$ cat src/rtl/cpu_pkg.sv
// Shared CPU definitions: opcode values, control-unit state encoding,
// instruction classes and ALU strobe selection.
package cpu_pkg;

  localparam logic [4:0] OpLd   = 5'b00000;
  localparam logic [4:0] OpLdi  = 5'b00001;
  localparam logic [4:0] OpSt   = 5'b00010;
  localparam logic [4:0] OpAdd  = 5'b00011;
  localparam logic [4:0] OpSub  = 5'b00100;
  localparam logic [4:0] OpAnd  = 5'b00101;
  localparam logic [4:0] OpOr   = 5'b00110;
  localparam logic [4:0] OpShr  = 5'b00111;
  localparam logic [4:0] OpShl  = 5'b01000;
  localparam logic [4:0] OpRor  = 5'b01001;
  localparam logic [4:0] OpRol  = 5'b01010;
  localparam logic [4:0] OpAddi = 5'b01011;
  localparam logic [4:0] OpAndi = 5'b01100;
  localparam logic [4:0] OpOri  = 5'b01101;
  localparam logic [4:0] OpNeg  = 5'b10000;
  localparam logic [4:0] OpNot  = 5'b10001;
  localparam logic [4:0] OpNop  = 5'b11000;
  localparam logic [4:0] OpHalt = 5'b11001;

  typedef enum logic [3:0] {
    StReset,
    StT0,
    StT1,
    StT2,
    StT3,
    StT4,
    StT5,
    StT6,
    StT7,
    StHalt
  } cu_state_e;

  typedef enum logic [2:0] {
    ClsLd,
    ClsLdi,
    ClsSt,
    ClsRType,
    ClsImm,
    ClsUnary,
    ClsNop,
    ClsHalt
  } op_class_e;

  typedef enum logic [3:0] {
    AluNone,
    AluAdd,
    AluSub,
    AluAnd,
    AluOr,
    AluShr,
    AluShl,
    AluRor,
    AluRol,
    AluNeg,
    AluNot
  } alu_op_e;

endpackage

$ cat src/rtl/cu_opdecode.sv
// Combinational opcode classifier: instruction class and the single ALU
// strobe the instruction uses during its compute step.
module cu_opdecode
  import cpu_pkg::*;
(
  input  logic [4:0] opcode,
  output op_class_e  op_class,
  output alu_op_e    alu_op
);

  // Map each opcode to its class and ALU operation; unknown opcodes act as nop.
  always_comb begin
    op_class = ClsNop;
    alu_op   = AluNone;
    case (opcode)
      OpLd:   begin op_class = ClsLd;    alu_op = AluAdd; end
      OpLdi:  begin op_class = ClsLdi;   alu_op = AluAdd; end
      OpSt:   begin op_class = ClsSt;    alu_op = AluAdd; end
      OpAdd:  begin op_class = ClsRType; alu_op = AluAdd; end
      OpSub:  begin op_class = ClsRType; alu_op = AluSub; end
      OpAnd:  begin op_class = ClsRType; alu_op = AluAnd; end
      OpOr:   begin op_class = ClsRType; alu_op = AluOr;  end
      OpShr:  begin op_class = ClsRType; alu_op = AluShr; end
      OpShl:  begin op_class = ClsRType; alu_op = AluShl; end
      OpRor:  begin op_class = ClsRType; alu_op = AluRor; end
      OpRol:  begin op_class = ClsRType; alu_op = AluRol; end
      OpAddi: begin op_class = ClsImm;   alu_op = AluAdd; end
      OpAndi: begin op_class = ClsImm;   alu_op = AluAnd; end
      OpOri:  begin op_class = ClsImm;   alu_op = AluOr;  end
      OpNeg:  begin op_class = ClsUnary; alu_op = AluNeg; end
      OpNot:  begin op_class = ClsUnary; alu_op = AluNot; end
      OpHalt: begin op_class = ClsHalt;  alu_op = AluNone; end
      default: begin op_class = ClsNop;  alu_op = AluNone; end
    endcase
  end

endmodule

$ cat src/rtl/control_unit.sv
// Moore control unit sequencing fetch and execute steps for the datapath.
// Optional feature macro CU_MEM_WAIT_EN: memory steps wait for mem_ready.
module control_unit
  import cpu_pkg::*;
(
  input  logic        clk,
  input  logic        clear,
  input  logic [31:0] IR,
  input  logic        mem_ready,
  output logic        PCout,
  output logic        Zlowout,
  output logic        MDRout,
  output logic        Cout,
  output logic        BAout,
  output logic        MARin,
  output logic        Zin,
  output logic        PCin,
  output logic        MDRin,
  output logic        IRin,
  output logic        Yin,
  output logic        Gra,
  output logic        Grb,
  output logic        Grc,
  output logic        Rin,
  output logic        Rout,
  output logic        IncPC,
  output logic        Read,
  output logic        ADD,
  output logic        SUB,
  output logic        AND,
  output logic        OR,
  output logic        SHR,
  output logic        SHL,
  output logic        ROR,
  output logic        ROL,
  output logic        NEG,
  output logic        NOT,
  output logic        Write,
  output logic        Run
);

  cu_state_e state_q, state_d;
  op_class_e op_class;
  alu_op_e   alu_op;
  logic      alu_en;
  logic      mem_go;
  logic      unused_ir;

  // Only the opcode field steers sequencing; operand fields go to the datapath.
  assign unused_ir = ^IR[26:0];

`ifdef CU_MEM_WAIT_EN
  assign mem_go = mem_ready;
`else
  logic unused_mem_ready;
  assign unused_mem_ready = mem_ready;
  assign mem_go           = 1'b1;
`endif

  cu_opdecode u_opdecode (
    .opcode   (IR[31:27]),
    .op_class (op_class),
    .alu_op   (alu_op)
  );

  // Next-state selection; memory steps hold until mem_go.
  always_comb begin
    state_d = state_q;
    case (state_q)
      StReset: state_d = StT0;
      StT0:    state_d = StT1;
      StT1:    state_d = mem_go ? StT2 : StT1;
      StT2:    state_d = StT3;
      StT3: begin
        case (op_class)
          ClsNop:  state_d = StT0;
          ClsHalt: state_d = StHalt;
          default: state_d = StT4;
        endcase
      end
      StT4:    state_d = (op_class == ClsUnary) ? StT0 : StT5;
      StT5:    state_d = (op_class == ClsLd || op_class == ClsSt) ? StT6 : StT0;
      StT6: begin
        if (op_class == ClsLd) state_d = mem_go ? StT7 : StT6;
        else                   state_d = StT7;
      end
      StT7: begin
        if (op_class == ClsSt) state_d = mem_go ? StT0 : StT7;
        else                   state_d = StT0;
      end
      StHalt:  state_d = StHalt;
      default: state_d = StReset;
    endcase
  end

  // State register with synchronous active-low clear.
  always_ff @(posedge clk) begin
    if (!clear) state_q <= StReset;
    else        state_q <= state_d;
  end

  // Datapath controls decoded from the registered state. Decoding is done from
  // state_q rather than pre-registered so the IR loaded at the end of T2 is
  // already visible in T3.
  always_comb begin
    PCout   = 1'b0;
    Zlowout = 1'b0;
    MDRout  = 1'b0;
    Cout    = 1'b0;
    BAout   = 1'b0;
    MARin   = 1'b0;
    Zin     = 1'b0;
    PCin    = 1'b0;
    MDRin   = 1'b0;
    IRin    = 1'b0;
    Yin     = 1'b0;
    Gra     = 1'b0;
    Grb     = 1'b0;
    Grc     = 1'b0;
    Rin     = 1'b0;
    Rout    = 1'b0;
    IncPC   = 1'b0;
    Read    = 1'b0;
    Write   = 1'b0;
    alu_en  = 1'b0;
    case (state_q)
      StT0: begin PCout = 1'b1; MARin = 1'b1; IncPC = 1'b1; Zin = 1'b1; end
      StT1: begin Zlowout = 1'b1; PCin = 1'b1; Read = 1'b1; MDRin = 1'b1; end
      StT2: begin MDRout = 1'b1; IRin = 1'b1; end
      StT3: begin
        case (op_class)
          ClsRType, ClsImm:   begin Grb = 1'b1; Rout = 1'b1; Yin = 1'b1; end
          ClsLd, ClsLdi, ClsSt: begin Grb = 1'b1; BAout = 1'b1; Yin = 1'b1; end
          ClsUnary:           begin Grb = 1'b1; Rout = 1'b1; Zin = 1'b1; alu_en = 1'b1; end
          default: ;
        endcase
      end
      StT4: begin
        case (op_class)
          ClsRType: begin Grc = 1'b1; Rout = 1'b1; Zin = 1'b1; alu_en = 1'b1; end
          ClsImm, ClsLd, ClsLdi, ClsSt: begin Cout = 1'b1; Zin = 1'b1; alu_en = 1'b1; end
          ClsUnary: begin Zlowout = 1'b1; Gra = 1'b1; Rin = 1'b1; end
          default: ;
        endcase
      end
      StT5: begin
        case (op_class)
          ClsRType, ClsImm, ClsLdi: begin Zlowout = 1'b1; Gra = 1'b1; Rin = 1'b1; end
          ClsLd, ClsSt:             begin Zlowout = 1'b1; MARin = 1'b1; end
          default: ;
        endcase
      end
      StT6: begin
        if (op_class == ClsLd)      begin Read = 1'b1; MDRin = 1'b1; end
        else if (op_class == ClsSt) begin Gra = 1'b1; Rout = 1'b1; MDRin = 1'b1; end
      end
      StT7: begin
        if (op_class == ClsLd)      begin MDRout = 1'b1; Gra = 1'b1; Rin = 1'b1; end
        else if (op_class == ClsSt) Write = 1'b1;
      end
      default: ;
    endcase
  end

  // ALU strobes: the decoder selects exactly one operation, gated by the step.
  always_comb begin
    ADD = alu_en && (alu_op == AluAdd);
    SUB = alu_en && (alu_op == AluSub);
    AND = alu_en && (alu_op == AluAnd);
    OR  = alu_en && (alu_op == AluOr);
    SHR = alu_en && (alu_op == AluShr);
    SHL = alu_en && (alu_op == AluShl);
    ROR = alu_en && (alu_op == AluRor);
    ROL = alu_en && (alu_op == AluRol);
    NEG = alu_en && (alu_op == AluNeg);
    NOT = alu_en && (alu_op == AluNot);
    Run = (state_q != StReset) && (state_q != StHalt);
  end

endmodule

$ cat config.mk
export PLATFORM = sky130hd
export DESIGN_NAME = control_unit
export DESIGN_NICKNAME = d
export VERILOG_FILES = /design/src/rtl/cpu_pkg.sv /design/src/rtl/cu_opdecode.sv /design/src/rtl/control_unit.sv
export SDC_FILE = /design/constraint.sdc
export NUM_CORES = 1
export LEC_CHECK = 0
export ABC_AREA = 1
export CAP_MARGIN = 40
export CELL_PAD_IN_SITES_DETAIL_PLACEMENT = 0
export CELL_PAD_IN_SITES_GLOBAL_PLACEMENT = 1
export CORE_MARGIN = 4
export CORE_UTILIZATION = 21
export CTS_CLUSTER_DIAMETER = 50
export CTS_CLUSTER_SIZE = 40
export DETAILED_ROUTE_END_ITERATION = 6
export PLACE_DENSITY_LB_ADDON = 0.1
export SYNTH_ARGS = -nofsm -noshare
export SYNTH_HDL_FRONTEND = slang
export SYNTH_SLANG_ARGS = --single-unit
$ cat constraint.sdc
create_clock -name clk -period 2.5 [get_ports clk]
set_input_delay 0.5 -clock clk [delete_from_list [all_inputs] [get_ports clk]]
set_output_delay 0.5 -clock clk [all_outputs]
set_load 0.03 [all_outputs]
**Run 1: metal 1**

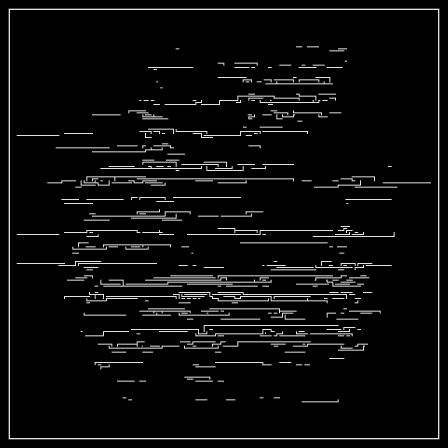
- wire length on this layer: 1310 µm
- main direction: horizontal
- longest straight run: 25.8 µm

**Run 1: the metal 2 layer**

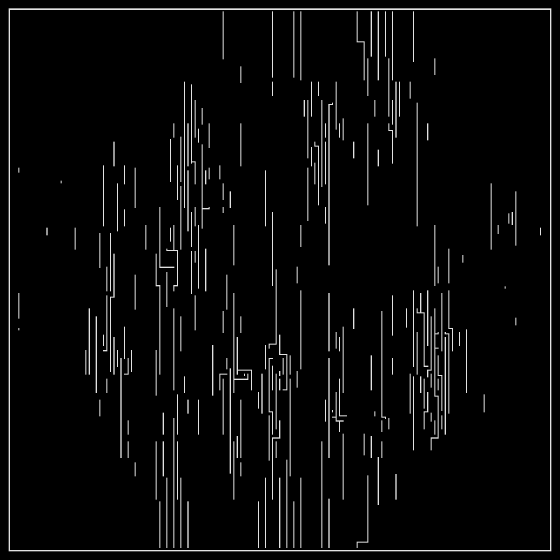
- share of all routed wire: 47%
- nets with wire on the layer: 192
- wire length on this layer: 1260 µm

**Run 1: the metal 3 layer**

Scale bar: 20 µm. Cells faint in the background.
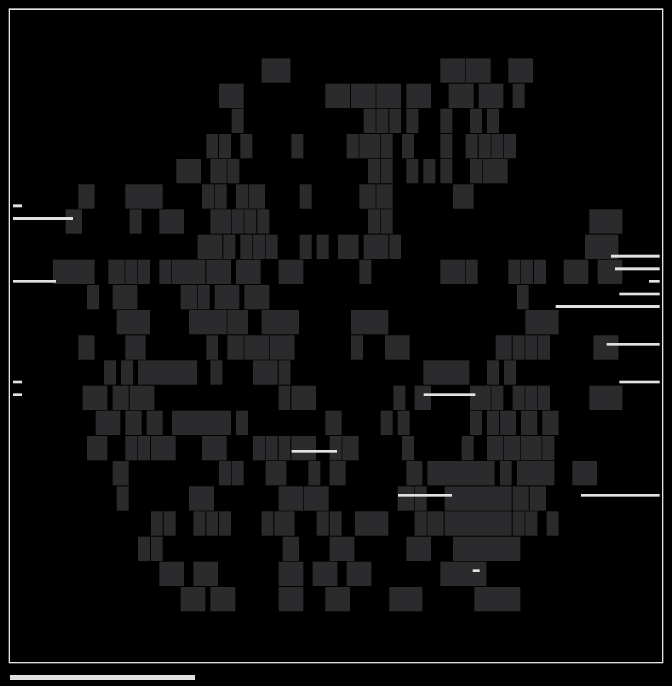
- nets with wire on the layer: 16
- wire length on this layer: 71.3 µm

**Run 1: routing congestion map**

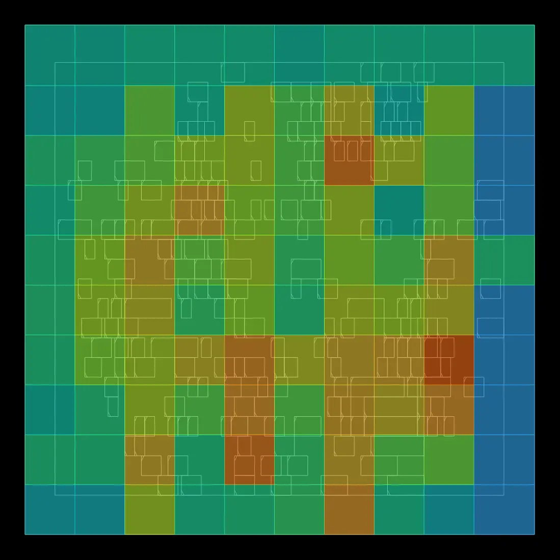
met3 usage in global routing: 0.719%
Layout Utilization: 37.1%

==> flow_summary.ini, run 1 <==
; flow metrics
[final_layout]
clock_buffers = 3
drive_gt1_share_pct = 34.5
comb_share_pct = 43.6
top_regs = state_q: 4 flops

[min_path]
hold-path-cell-count = 3
min_to = state_q[0]
min-delay-start = state_q[1]

[critical_path]
crit_chain = dlygate4sd2_1 > inv_2 > buf_4 > nand4_1 > buf_4 > o31ai_1 > buf_4
r2r_start = state_q[2]
path_max_fanout = 4
crit_family = buffers and inverters
endpoint = Read
reg2reg_slack_ns = 1.08

[die]
num_io_pins = 65
die-area_mm2 = 0.00497
die_w_um = 70.5

[final_timing]
rsz0062_at_grt = no
tightest_slew_ns = 0.337
hold_viol = 0
setup_viol = 0
relSlewSlack_pct = 77.4
fin_crit_ns = 2.28

[logic_synthesis]
ys_sh_mux_pct = 0
synth_cells = 162
common_cells = nand2_1 (49), inv_1 (31), nor2_1 (24), nand3_1 (12), a21oi_1 (8)
synth_area_per_cell_um2 = 5.06
logic_family = simple AND/OR/NAND/NOR gates
synth_top_cell_by_count = nand2_1
yosys.area_share.aoi_pct = 8.55

[global_route]
grtUsageTotal_pct = 11.8
grt_pass1_wl_mm = 4.97

[placement]
dp.cells = 266
portBuffers = 36

[power]
p_sw_share_pct = 38.4
pg_seq_w = 0.0000720

[outcome]
status = finished clean
==> run 1: metrics by stage <==
stage	total power, W	setup slack, ns	hold WS, ns	cell area, µm²	util [%]
finish	0.000399	0.220	0.622	1380	37.1
global route	0.000435	0.00522	0.684	1380	37.1
CTS	0.000404	0.0133	0.624	1370	36.8
detailed placement	0.000268	-0.137	0.621	1330	35.7
global placement	0.000267	-0.125	0.619	1330	35.7
floorplan	0.000189	0.0170	0.576	820	-
==> run 1: routing by layer <==
layer  up-vias  part of all wire [%]  track usage (%)
li1        629                     -                -
met1       489                    49             15.4
met2        19                    47             20.7
met3         2                   2.7            0.719
met4         0                  0.72             3.19
met5         -                     0                0
==> run 1: tightest hold or removal path, cell delays in order (launching register included) <==
cell and delay [ns]:
dfxtp_1 0.35, o21ai_0 0.10, nand2_1 0.06, a21oi_1 0.06
==> run 2: changes to the inputs <==
--- a/config.mk
+++ b/config.mk
@@ -15,6 +15,7 @@
 export CTS_CLUSTER_SIZE = 40
 export DETAILED_ROUTE_END_ITERATION = 6
 export PLACE_DENSITY_LB_ADDON = 0.1
+export RECOVER_POWER = 100
 export SYNTH_ARGS = -nofsm -noshare
 export SYNTH_HDL_FRONTEND = slang
 export SYNTH_SLANG_ARGS = --single-unit
**Run 2: the metal 2 layer**

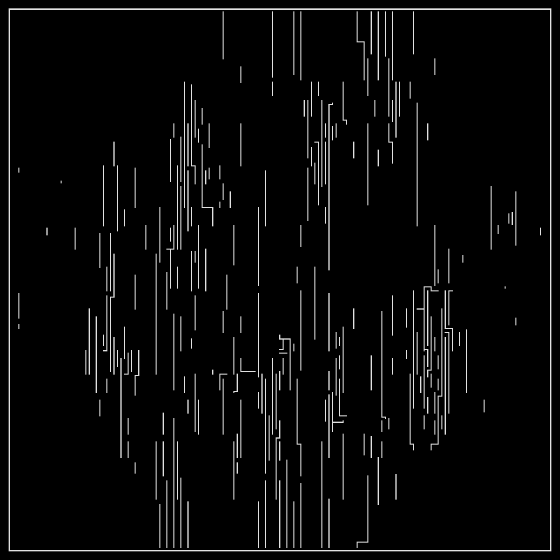
- wire length on this layer: 1240 µm
- longest straight run: 21.6 µm
- main direction: vertical

**Run 2: cell classes on the final placement**

Scale bar: 20 µm.
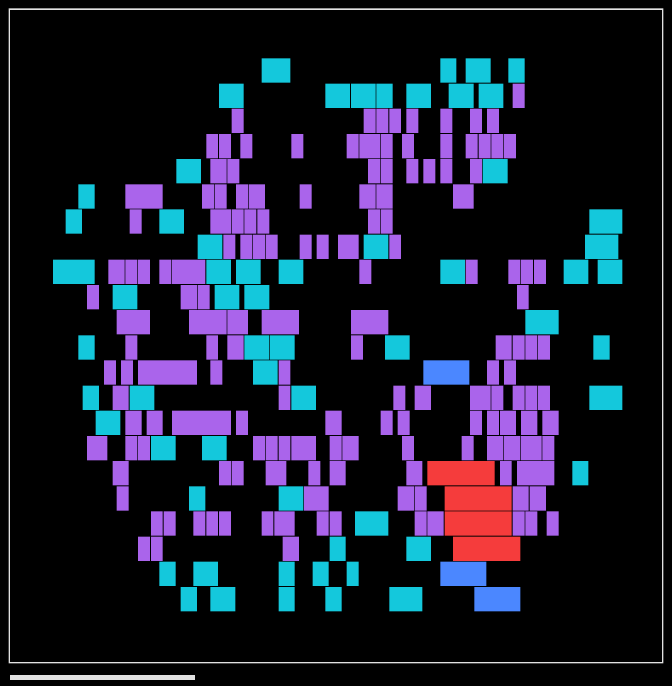
- red: registers (cells 4; share of their area 6.3%)
- blue: clock-net drivers (cells 3; share of their area 3.2%)
- cyan: remaining buffers and delay cells (cells 60; share of their area 33%)
- purple: remaining logic cells (cells 156; share of their area 57%)

==> flow_summary.ini, run 2 <==
; flow metrics
[outcome]
status = finished clean

[critical_path]
path_depth = 11
crit_type = in2out
r2r_start = state_q[2]
crit_chain = dlygate4sd2_1 > nand2_1 > nand2_1 > nand2_1 > nand2_2 > nand3_4 > nand3_4 > nand2_4 > nand2_2 > nor2_1 > buf_2
path_max_fanout = 7
reg2reg_slack_ns = 1.08
endpoint = ROR
crit_family = simple AND/OR/NAND/NOR gates
setup.worst_path.start_class = input pin

[final_layout]
final_core_util_pct = 36.0
num-nonclk-buffers = 60
fillers = 457
logic_gates = 121
area_delta_synth_final_pct = 63.1
drive_gt1_share_pct = 33.6
final-seq-area_um2 = 80.1
comb_share_pct = 44.8
clock_buffers = 3
top_regs = state_q: 4 flops
final_cell_area_mm2 = 0.00134
seq_cell_count = 4

[placement]
portBuffers = 36
hpwl_mm = 2.37
dp.cells = 266
dpl-instance-area_mm2 = 0.00133
dp_slack_ns = -0.137

[final_timing]
fin_setup_tns_ns = 0
fin_worst_skew_ns = 0.00127
setup_viol = 0
relSlewSlack_pct = 75.7
holdWs_ns = 0.618
tightest_slew_ns = 0.366
fin_crit_ns = 2.31
hold_viol = 0
finalWorstSetupSlack_ns = 0.192
rsz0062_at_grt = no

[global_route]
grt_start_max_net_pins = 8
grtUsageTotal_pct = 11.8
antenna_found_initial = 0
met2_usage_pct = 20.7
busiest_layer = met2
met3_usage_pct = 0.719
grt_pass1_wl_mm = 4.97
use_met1_pct = 15.4

[power]
clkPwrFrac_pct = 34.5
power_w = 0.000391
irDropWorstVdd_uv = 154
p_switching_w = 0.000152
p_sw_share_pct = 39.0

[logic_synthesis]
common_cells = nand2_1 (49), inv_1 (31), nor2_1 (24), nand3_1 (12), a21oi_1 (8)
synth_top_cell_by_count = nand2_1
synth_area_per_cell_um2 = 5.06
area_leaders = nand2_1 (22%), inv_1 (14%), nor2_1 (11%), dfxtp_1 (9.8%), nand3_1 (7.3%)
yosysUniqueCellTypes = 21
ys_cells = 162
synth_cells = 162

[cts]
cts_setup_buffers = 0
h-tree-depth = 1
tritoncts = built

[die]
num_io_pins = 65
core_util_floorplan_pct = 22.1
core_mm2 = 0.00372
die_y_um = 70.5
die_w_um = 70.5
die-area_mm2 = 0.00497

[job]
warnings = 54
cap_violations = 0

[drt]
drc = 0
dr.pass1.iters = 4
finalWirelength_mm = 2.64
drt_iter0_markers = 36

[min_path]
min_to = state_q[0]
min-delay-start = state_q[1]
hold-path-cell-count = 3
run 2: cell counts after synthesis:
Identical to the previous run, type by type.
run 2: power groups by stage:
stage                     Clock [W]  Combinational (W)  Sequential (W)
after floorplan                   0           0.000117       0.0000720
after global placement            0           0.000194       0.0000729
after detailed placement          0           0.000195       0.0000728
after CTS                  0.000139           0.000193       0.0000719
after global routing       0.000146           0.000208       0.0000727
final                      0.000135           0.000184       0.0000720
run 2: metal layers:
layer / vias up / share of wire (%)
met1: 485 / 48
met5: - / 0
li1: 628 / -
met3: 2 / 3.9
met4: 0 / 0.72
met2: 21 / 47
run 2: cells by family after synthesis:
group | after synthesis | share of synthesized area, %
DFF | 4 | 9.77
AOI/OAI and AO/OA | 13 | 8.55
buffers and inverters | 37 | 17.9
and+or+nand+nor | 108 | 63.8
Power is estimated from default activity; no workload was simulated.
